Figure 1. Signal wires on met3.
Scale bar: 50 um.
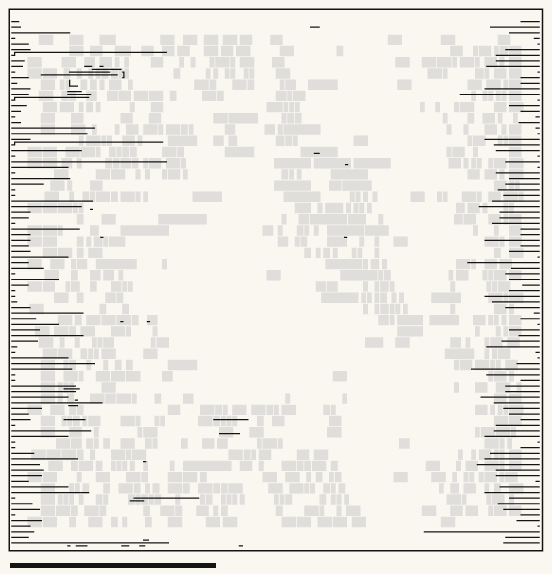
Figure 2. M4 wires.
Supply wires on this layer in grey.
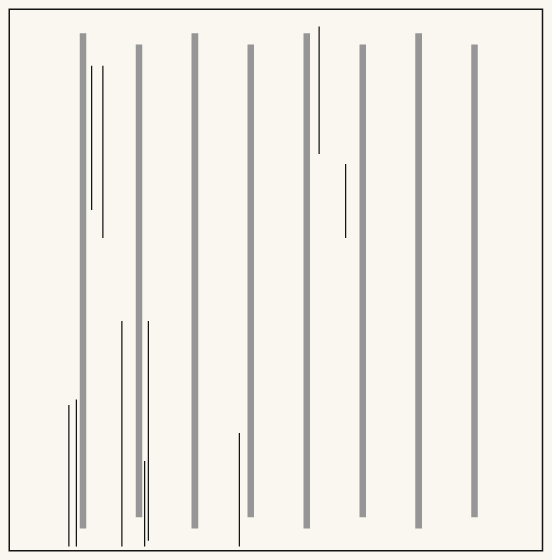
Figure 3. Clock routing.
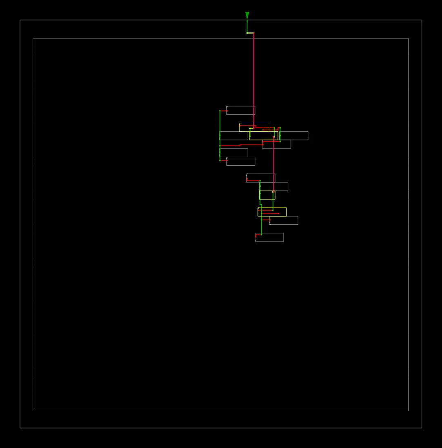
Figure 4. Metal 1.
Scale bar: 50 um. Supply wires on this layer in grey.
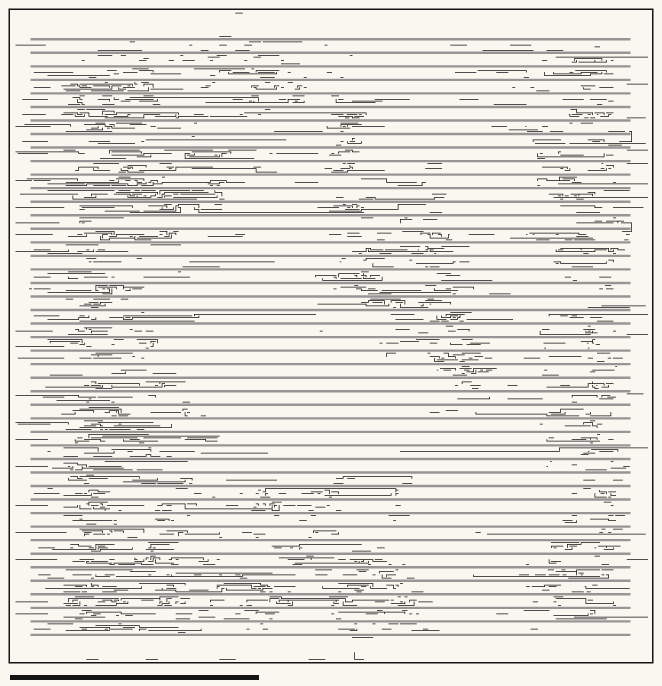
<file path="src/rtl/ic_mem_arbiter_if.sv">
// rtl/ic_mem_arbiter_if.sv - memory port bundle (request, grant, response) shared by requesters and target
interface ic_mem_if;
  logic        req;
  logic        wen;
  logic [3:0]  strb;
  logic [31:0] wdata;
  logic [31:0] addr;
  logic        gnt;
  logic        recv;
  logic        error;
  logic [31:0] rdata;
  logic        ack;

  // Side that issues requests and accepts responses
  modport master (
    output req, wen, strb, wdata, addr, ack,
    input  gnt, recv, error, rdata
  );

  // Side that grants requests and returns responses
  modport slave (
    input  req, wen, strb, wdata, addr, ack,
    output gnt, recv, error, rdata
  );
endinterface

</file>
<file path="src/rtl/ic_mem_arbiter.sv">
// rtl/ic_mem_arbiter.sv - imem/dmem arbiter onto one memory port with in-order ownership FIFO (option: IC_ARB_DMEM_PRIO_EN)
module ic_mem_arbiter #(
  parameter int OUTSTANDING = 2
) (
  input  logic       g_clk,
  input  logic       g_resetn,
  ic_mem_if.slave    imem,
  ic_mem_if.slave    dmem,
  ic_mem_if.master   mem,
  output logic [2:0] arb_pending
);

  localparam logic SEL_IMEM = 1'b0;
  localparam logic SEL_DMEM = 1'b1;
  localparam int   PW       = (OUTSTANDING > 1) ? $clog2(OUTSTANDING) : 1;
  localparam logic [PW-1:0] PTR_LAST = PW'(OUTSTANDING - 1);
  localparam logic [2:0]    CNT_FULL = 3'(OUTSTANDING);

  logic          lock_valid_q, lock_valid_d;
  logic          lock_sel_q, lock_sel_d;
  logic          own_q [OUTSTANDING];
  logic [PW-1:0] wr_ptr_q, wr_ptr_d;
  logic [PW-1:0] rd_ptr_q, rd_ptr_d;
  logic [2:0]    count_q, count_d;
`ifndef IC_ARB_DMEM_PRIO_EN
  logic          rr_last_q, rr_last_d;
`endif

  logic winner, sel, owner, owner_ack, locked_req;
  logic fifo_full, fifo_empty, req_any, push, ack_int, pop;

  // Request selection, FIFO status and handshake qualifiers
  always_comb begin
    winner = SEL_IMEM;
    if (imem.req && dmem.req) begin
`ifdef IC_ARB_DMEM_PRIO_EN
      winner = SEL_DMEM;
`else
      winner = (rr_last_q == SEL_IMEM) ? SEL_DMEM : SEL_IMEM;
`endif
    end else if (dmem.req) begin
      winner = SEL_DMEM;
    end
    sel        = lock_valid_q ? lock_sel_q : winner;
    locked_req = lock_sel_q ? dmem.req : imem.req;
    fifo_full  = (count_q == CNT_FULL);
    fifo_empty = (count_q == 3'd0);
    req_any    = g_resetn & (imem.req | dmem.req) & ~fifo_full;
    push       = req_any & mem.gnt;
    owner      = own_q[rd_ptr_q];
    owner_ack  = owner ? dmem.ack : imem.ack;
    ack_int    = g_resetn & owner_ack & ~fifo_empty;
    pop        = mem.recv & ack_int;
  end

  // State register: lock, ownership FIFO and round-robin history
  always_ff @(posedge g_clk or negedge g_resetn) begin
    if (!g_resetn) begin
      lock_valid_q <= 1'b0;
      lock_sel_q   <= SEL_IMEM;
      wr_ptr_q     <= '0;
      rd_ptr_q     <= '0;
      count_q      <= 3'd0;
      for (int i = 0; i < OUTSTANDING; i++) own_q[i] <= SEL_IMEM;
`ifndef IC_ARB_DMEM_PRIO_EN
      rr_last_q    <= SEL_IMEM;
`endif
    end else begin
      lock_valid_q <= lock_valid_d;
      lock_sel_q   <= lock_sel_d;
      wr_ptr_q     <= wr_ptr_d;
      rd_ptr_q     <= rd_ptr_d;
      count_q      <= count_d;
      if (push) own_q[wr_ptr_q] <= sel;
`ifndef IC_ARB_DMEM_PRIO_EN
      rr_last_q    <= rr_last_d;
`endif
    end
  end

  // Next state: a stalled request locks selection until granted or abandoned
  always_comb begin
    lock_valid_d = lock_valid_q;
    lock_sel_d   = lock_sel_q;
    if (lock_valid_q && !locked_req) begin
      lock_valid_d = 1'b0;
    end else if (req_any && !mem.gnt) begin
      lock_valid_d = 1'b1;
      lock_sel_d   = sel;
    end else if (push) begin
      lock_valid_d = 1'b0;
    end
    wr_ptr_d = wr_ptr_q;
    rd_ptr_d = rd_ptr_q;
    if (push) wr_ptr_d = (wr_ptr_q == PTR_LAST) ? '0 : wr_ptr_q + 1'b1;
    if (pop)  rd_ptr_d = (rd_ptr_q == PTR_LAST) ? '0 : rd_ptr_q + 1'b1;
    count_d = count_q + {2'b00, push} - {2'b00, pop};
`ifndef IC_ARB_DMEM_PRIO_EN
    rr_last_d = push ? sel : rr_last_q;
`endif
  end

  // Outputs: request mux toward target, grant and response routing back to owners
  always_comb begin
    mem.req   = req_any;
    mem.wen   = g_resetn & (sel ? dmem.wen : imem.wen);
    mem.strb  = g_resetn ? (sel ? dmem.strb  : imem.strb)  : 4'h0;
    mem.wdata = g_resetn ? (sel ? dmem.wdata : imem.wdata) : 32'h0;
    mem.addr  = g_resetn ? (sel ? dmem.addr  : imem.addr)  : 32'h0;
    mem.ack   = ack_int;

    imem.gnt  = mem.gnt & req_any & (sel == SEL_IMEM);
    dmem.gnt  = mem.gnt & req_any & (sel == SEL_DMEM);

    imem.recv  = g_resetn & mem.recv & ~fifo_empty & (owner == SEL_IMEM);
    dmem.recv  = g_resetn & mem.recv & ~fifo_empty & (owner == SEL_DMEM);
    imem.error = imem.recv & mem.error;
    dmem.error = dmem.recv & mem.error;
    imem.rdata = imem.recv ? mem.rdata : 32'h0;
    dmem.rdata = dmem.recv ? mem.rdata : 32'h0;

    arb_pending = count_q;
  end

endmodule

</file>
<file path="src/flat_wrapper.sv">
// flat-port wrapper written by rule: the top's interface ports become plain ports
module ic_mem_arbiter_flat 
#(
  parameter int OUTSTANDING = 2
)
  (g_clk, g_resetn, arb_pending, imem_req, imem_wen, imem_strb, imem_wdata, imem_addr, imem_ack, imem_gnt, imem_recv, imem_error, imem_rdata, dmem_req, dmem_wen, dmem_strb, dmem_wdata, dmem_addr, dmem_ack, dmem_gnt, dmem_recv, dmem_error, dmem_rdata, mem_req, mem_wen, mem_strb, mem_wdata, mem_addr, mem_ack, mem_gnt, mem_recv, mem_error, mem_rdata);
  ic_mem_if imem_i ();
  ic_mem_if dmem_i ();
  ic_mem_if mem_i ();
  input  logic g_clk;
  input  logic g_resetn;
  output logic [2:0] arb_pending;
  input wire logic [$bits(imem_i.req)-1:0] imem_req;
  input wire logic [$bits(imem_i.wen)-1:0] imem_wen;
  input wire logic [$bits(imem_i.strb)-1:0] imem_strb;
  input wire logic [$bits(imem_i.wdata)-1:0] imem_wdata;
  input wire logic [$bits(imem_i.addr)-1:0] imem_addr;
  input wire logic [$bits(imem_i.ack)-1:0] imem_ack;
  output wire logic [$bits(imem_i.gnt)-1:0] imem_gnt;
  output wire logic [$bits(imem_i.recv)-1:0] imem_recv;
  output wire logic [$bits(imem_i.error)-1:0] imem_error;
  output wire logic [$bits(imem_i.rdata)-1:0] imem_rdata;
  input wire logic [$bits(dmem_i.req)-1:0] dmem_req;
  input wire logic [$bits(dmem_i.wen)-1:0] dmem_wen;
  input wire logic [$bits(dmem_i.strb)-1:0] dmem_strb;
  input wire logic [$bits(dmem_i.wdata)-1:0] dmem_wdata;
  input wire logic [$bits(dmem_i.addr)-1:0] dmem_addr;
  input wire logic [$bits(dmem_i.ack)-1:0] dmem_ack;
  output wire logic [$bits(dmem_i.gnt)-1:0] dmem_gnt;
  output wire logic [$bits(dmem_i.recv)-1:0] dmem_recv;
  output wire logic [$bits(dmem_i.error)-1:0] dmem_error;
  output wire logic [$bits(dmem_i.rdata)-1:0] dmem_rdata;
  output wire logic [$bits(mem_i.req)-1:0] mem_req;
  output wire logic [$bits(mem_i.wen)-1:0] mem_wen;
  output wire logic [$bits(mem_i.strb)-1:0] mem_strb;
  output wire logic [$bits(mem_i.wdata)-1:0] mem_wdata;
  output wire logic [$bits(mem_i.addr)-1:0] mem_addr;
  output wire logic [$bits(mem_i.ack)-1:0] mem_ack;
  input wire logic [$bits(mem_i.gnt)-1:0] mem_gnt;
  input wire logic [$bits(mem_i.recv)-1:0] mem_recv;
  input wire logic [$bits(mem_i.error)-1:0] mem_error;
  input wire logic [$bits(mem_i.rdata)-1:0] mem_rdata;
  assign imem_i.req = imem_req;
  assign imem_i.wen = imem_wen;
  assign imem_i.strb = imem_strb;
  assign imem_i.wdata = imem_wdata;
  assign imem_i.addr = imem_addr;
  assign imem_i.ack = imem_ack;
  assign imem_gnt = imem_i.gnt;
  assign imem_recv = imem_i.recv;
  assign imem_error = imem_i.error;
  assign imem_rdata = imem_i.rdata;
  assign dmem_i.req = dmem_req;
  assign dmem_i.wen = dmem_wen;
  assign dmem_i.strb = dmem_strb;
  assign dmem_i.wdata = dmem_wdata;
  assign dmem_i.addr = dmem_addr;
  assign dmem_i.ack = dmem_ack;
  assign dmem_gnt = dmem_i.gnt;
  assign dmem_recv = dmem_i.recv;
  assign dmem_error = dmem_i.error;
  assign dmem_rdata = dmem_i.rdata;
  assign mem_req = mem_i.req;
  assign mem_wen = mem_i.wen;
  assign mem_strb = mem_i.strb;
  assign mem_wdata = mem_i.wdata;
  assign mem_addr = mem_i.addr;
  assign mem_ack = mem_i.ack;
  assign mem_i.gnt = mem_gnt;
  assign mem_i.recv = mem_recv;
  assign mem_i.error = mem_error;
  assign mem_i.rdata = mem_rdata;
  ic_mem_arbiter #(.OUTSTANDING(OUTSTANDING)) u_core (.g_clk(g_clk), .g_resetn(g_resetn), .imem(imem_i), .dmem(dmem_i), .mem(mem_i), .arb_pending(arb_pending));
endmodule
</file>
<file path="config.mk">
export PLATFORM = sky130hd
export DESIGN_NAME = ic_mem_arbiter_flat
export DESIGN_NICKNAME = d
export VERILOG_FILES = /design/src/rtl/ic_mem_arbiter_if.sv /design/src/rtl/ic_mem_arbiter.sv /design/src/flat_wrapper.sv
export SDC_FILE = /design/constraint.sdc
export NUM_CORES = 1
export LEC_CHECK = 0
export ABC_AREA = 1
export CAP_MARGIN = 20
export CORE_AREA = 4 4 125 127
export CTS_CLUSTER_DIAMETER = 200
export DETAILED_ROUTE_END_ITERATION = 8
export DIE_AREA = 0 0 129 131
export HOLD_SLACK_MARGIN = 0.15
export PLACE_DENSITY = 0.55
export SLEW_MARGIN = 5
export SYNTH_ARGS = -nofsm -noshare
export SYNTH_HDL_FRONTEND = slang
export SYNTH_SLANG_ARGS = --single-unit
</file>
<file path="constraint.sdc">
create_clock -name g_clk -period 2.8 [get_ports g_clk]
set_input_delay 0.7 -clock g_clk [delete_from_list [all_inputs] [get_ports g_clk]]
set_output_delay 0.7 -clock g_clk [all_outputs]
set_load 0.02 [all_outputs]
</file>
==> results_tabular.tex <==
% Yosys + OpenROAD metrics
\begin{tabular}{lr}
\hline
Metric & Value \\
\hline
\multicolumn{2}{l}{\textbf{Run status}} \\
Result of the run & finished clean \\
\multicolumn{2}{l}{\textbf{Timing}} \\
WHS & 0.510 ns \\
Fin worst setup slack & 0.0620 ns \\
Clock period minus final worst setup slack & between 2 and 3 ns \\
Final tally of setup violations & 0 \\
Crit share post-route & 0.978 \\
Setup TNS & 0 ns \\
Maximum clock rate & about 0.37 GHz \\
RSZ-0062 raised after global routing & false \\
Final-report max-slew violation count & 0 \\
Hold Fails Final Rpt & 0 \\
\multicolumn{2}{l}{\textbf{Floorplan}} \\
Height of the die & about 130 um \\
Tapcells & around 180 \\
Die width & between 100 and 150 um \\
Starting Density & 0.145 \\
Number of placement rows & 44 \\
Overall chip area & 16,900 um2 \\
Top-level I/O count & around 320 \\
Core box area & about 14,000 um2 \\
\multicolumn{2}{l}{\textbf{Yosys}} \\
Number of synthesized register bits & 10 \\
Aoi/oai-family share of the synthesized area & 0.187 \\
Fraction of the mapped netlist area in adder cells & 0.0215 \\
Proportion of register bits with asynchronous set or reset after synthesis & 1.00 \\
Cell types with the largest area share after synthesis & sky130\_fd\_sc\_hd\_\_nor2\_1 (37\%), sky130\_fd\_sc\_hd\_\_o21ai\_0 (17\%), sky130\_fd\_sc\_hd\_\_dfrtp\_1 (12\%) \\
Dominant kind of combinational cell & simple AND/OR/NAND/NOR gates \\
Cell types with the highest counts after synthesis & sky130\_fd\_sc\_hd\_\_nor2\_1 (207), sky130\_fd\_sc\_hd\_\_o21ai\_0 (72), sky130\_fd\_sc\_hd\_\_inv\_1 (52) \\
Count of instantiated cells in the yosys netlist & about 420 \\
Register area share after synthesis & 0.119 \\
Yosys-reported design area after synthesis & 2100 um2 \\
Count of library flops with an enable pin & 0 \\
Number of synthesis warnings & 0 \\
Synth unique cells & 24 \\
Mux area share & 0 \\
Syn avg cell area & about 5 um2 \\
Dominant cell type by area after synthesis & sky130\_fd\_sc\_hd\_\_nor2\_1 \\
Dominant Register Cell & sky130\_fd\_sc\_hd\_\_dfrtp\_1 \\
Area fraction of the dominant cell type after synthesis & 0.371 \\
Post-Synthesis Cell Area & 2100 um2 \\
\multicolumn{2}{l}{\textbf{Worst setup path}} \\
Crit path required time & $\sim$2.1 ns \\
Launching point of the worst reg2reg path & u\_core.arb\_pending[1] \\
Kind of end point of the critical path & output pin \\
Worst setup path startpoint & dmem\_req \\
Worst flop-to-flop path endpoint & u\_core.arb\_pending[2] \\
End point of the critical path & mem\_req \\
Maximum fanout along the worst path & 6 \\
Depth of the worst register-to-register path & 9 \\
Critical path launch point type & input port \\
Critical path class & input port to output pin \\
\multicolumn{2}{l}{\textbf{Global route}} \\
Busiest grt layer & met2 \\
Gr usage total & 0.157 \\
Antenna violations before repair & 0 \\
Pin count of the biggest net entering global routing & 38 \\
GRT Residual Overflow & 0 \\
Via count of the first global-routing pass & between 3,000 and 4,000 \\
Met1 usage & 0.154 \\
Met3 Usage GRT & 0.0463 \\
Global-route wire length before repair & 20,900 um \\
GR Layer Usage met2 & 0.316 \\
\multicolumn{2}{l}{\textbf{Clock tree}} \\
Max Buffers Root-to-Sink & 2 \\
Number of levels in the clock H-tree & 1 \\
Number of post-CTS setup repair buffers & 0 \\
Total of cells resized after clock tree synthesis & roughly 210 \\
Post-CTS Hold Fix Bufs & 0 \\
TritonCTS clock tree & done \\
Clk latency late pin & 0.24 ns \\
\multicolumn{2}{l}{\textbf{Job}} \\
Max-cap violation count & 0 \\
Tally of OpenROAD warnings & 26 \\
\multicolumn{2}{l}{\textbf{Placement}} \\
Routability congestion estimate from global placement & 0.925 \\
Cell total after placement & between 900 and 1,000 \\
DP Wirelength & about 12,000 um \\
Pre-CTS setup slack & -0.544 ns \\
\multicolumn{2}{l}{\textbf{Route}} \\
Total wire length & between 10,000 and 15,000 um \\
Via count of the routed design & $\sim$4,000 \\
Iter 0 DRT Violations & 74 \\
DR vias/cell & around 4.1 \\
Remaining antenna violation count after routing & 0 \\
Pre-Repair DR Iteration Count & 4 \\
Detailed-route DRC error count & 0 \\
Avg WL per Cell & between 15 and 20 um \\
\multicolumn{2}{l}{\textbf{Layout}} \\
Layout area overhead & 172\% \\
Share of the final layout cell area in multi-input gates & 0.260 \\
Inverters & $\sim$55 \\
\# fillers & $\sim$1,600 \\
Final Instance Area & $\sim$5700 um2 \\
Flip-flop and latch area & between 200 and 300 um2 \\
Share of the core filled with cells in the final layout & 0.395 \\
Comb gate area & $\sim$1500 um2 \\
Final-stage net count & 939 \\
Number of multi-input logic gates & roughly 330 \\
Non-CTS buffers & 357 \\
Leading cell types in the layout, fill and taps excluded & sky130\_fd\_sc\_hd\_\_nor2\_1 (203), sky130\_fd\_sc\_hd\_\_clkdlybuf4s50\_1 (178), sky130\_fd\_sc\_hd\_\_dlygate4sd2\_1 (95), sky130\_fd\_sc\_hd\_\_o21ai\_0 (69), sky130\_fd\_sc\_hd\_\_inv\_1 (52) \\
Biggest area consumer among cell classes & buffers \\
Share of cells above drive strength 1 & 0.126 \\
Max reg flops & 3 \\
\multicolumn{2}{l}{\textbf{Worst hold path}} \\
Worst Hold Path EP & u\_core.wr\_ptr\_q \\
Worst hold path class & flip-flop to flip-flop \\
Count of cells along the worst hold path & 2 \\
Start point of the worst min-delay path & u\_core.wr\_ptr\_q \\
\multicolumn{2}{l}{\textbf{Power}} \\
Leakage power & around 3.1 nW \\
Peak supply drop & approximately 0.30 mV \\
\hline
\end{tabular}
About Figure 1:
longest straight run: 37.9 um
nets with wire on the layer: 210
main direction: horizontal
share of all routed wire: 11%

About Figure 2:
share of all routed wire: 2.4%
wire length on this layer: 349 um

About Figure 3:
number of clock buffers in the layout: 4
CTS sink count: 10
Inserted Clock Buffers: 3
final clock skew: 0.00279 ns
sequential cells: 10

About Figure 4:
longest straight run: 33.1 um
nets with wire on the layer: 806
wire length on this layer: 4,700 um
share of all routed wire: 33%
main direction: horizontal

-- routing by layer --
metal / vias up / part of all wire
li1: 1949 / -
met1: 1694 / 0.33
met2: 232 / 0.54
met3: 20 / 0.11
met4: 0 / 0.024
met5: - / 0
-- critical path: stages --
cell                              delay, ns
sky130_fd_sc_hd__dlygate4sd2_1         0.25
sky130_fd_sc_hd__buf_4                 0.14
sky130_fd_sc_hd__o21ai_2               0.19
sky130_fd_sc_hd__nor2_4                0.06
sky130_fd_sc_hd__buf_4                 0.16
sky130_fd_sc_hd__clkdlybuf4s50_1       0.53
-- power by group --
| part | total [mW] | switching [mW] | internal (mW) |
|---|---|---|---|
| Sequential | 0.279 | 0.0615 | 0.217 |
| Combinational | 2.77 | 1.53 | 1.24 |
| Clock | 0.280 | 0.0652 | 0.215 |
| Total | 3.33 | 1.66 | 1.67 |
Power is estimated from default activity; no workload was simulated.
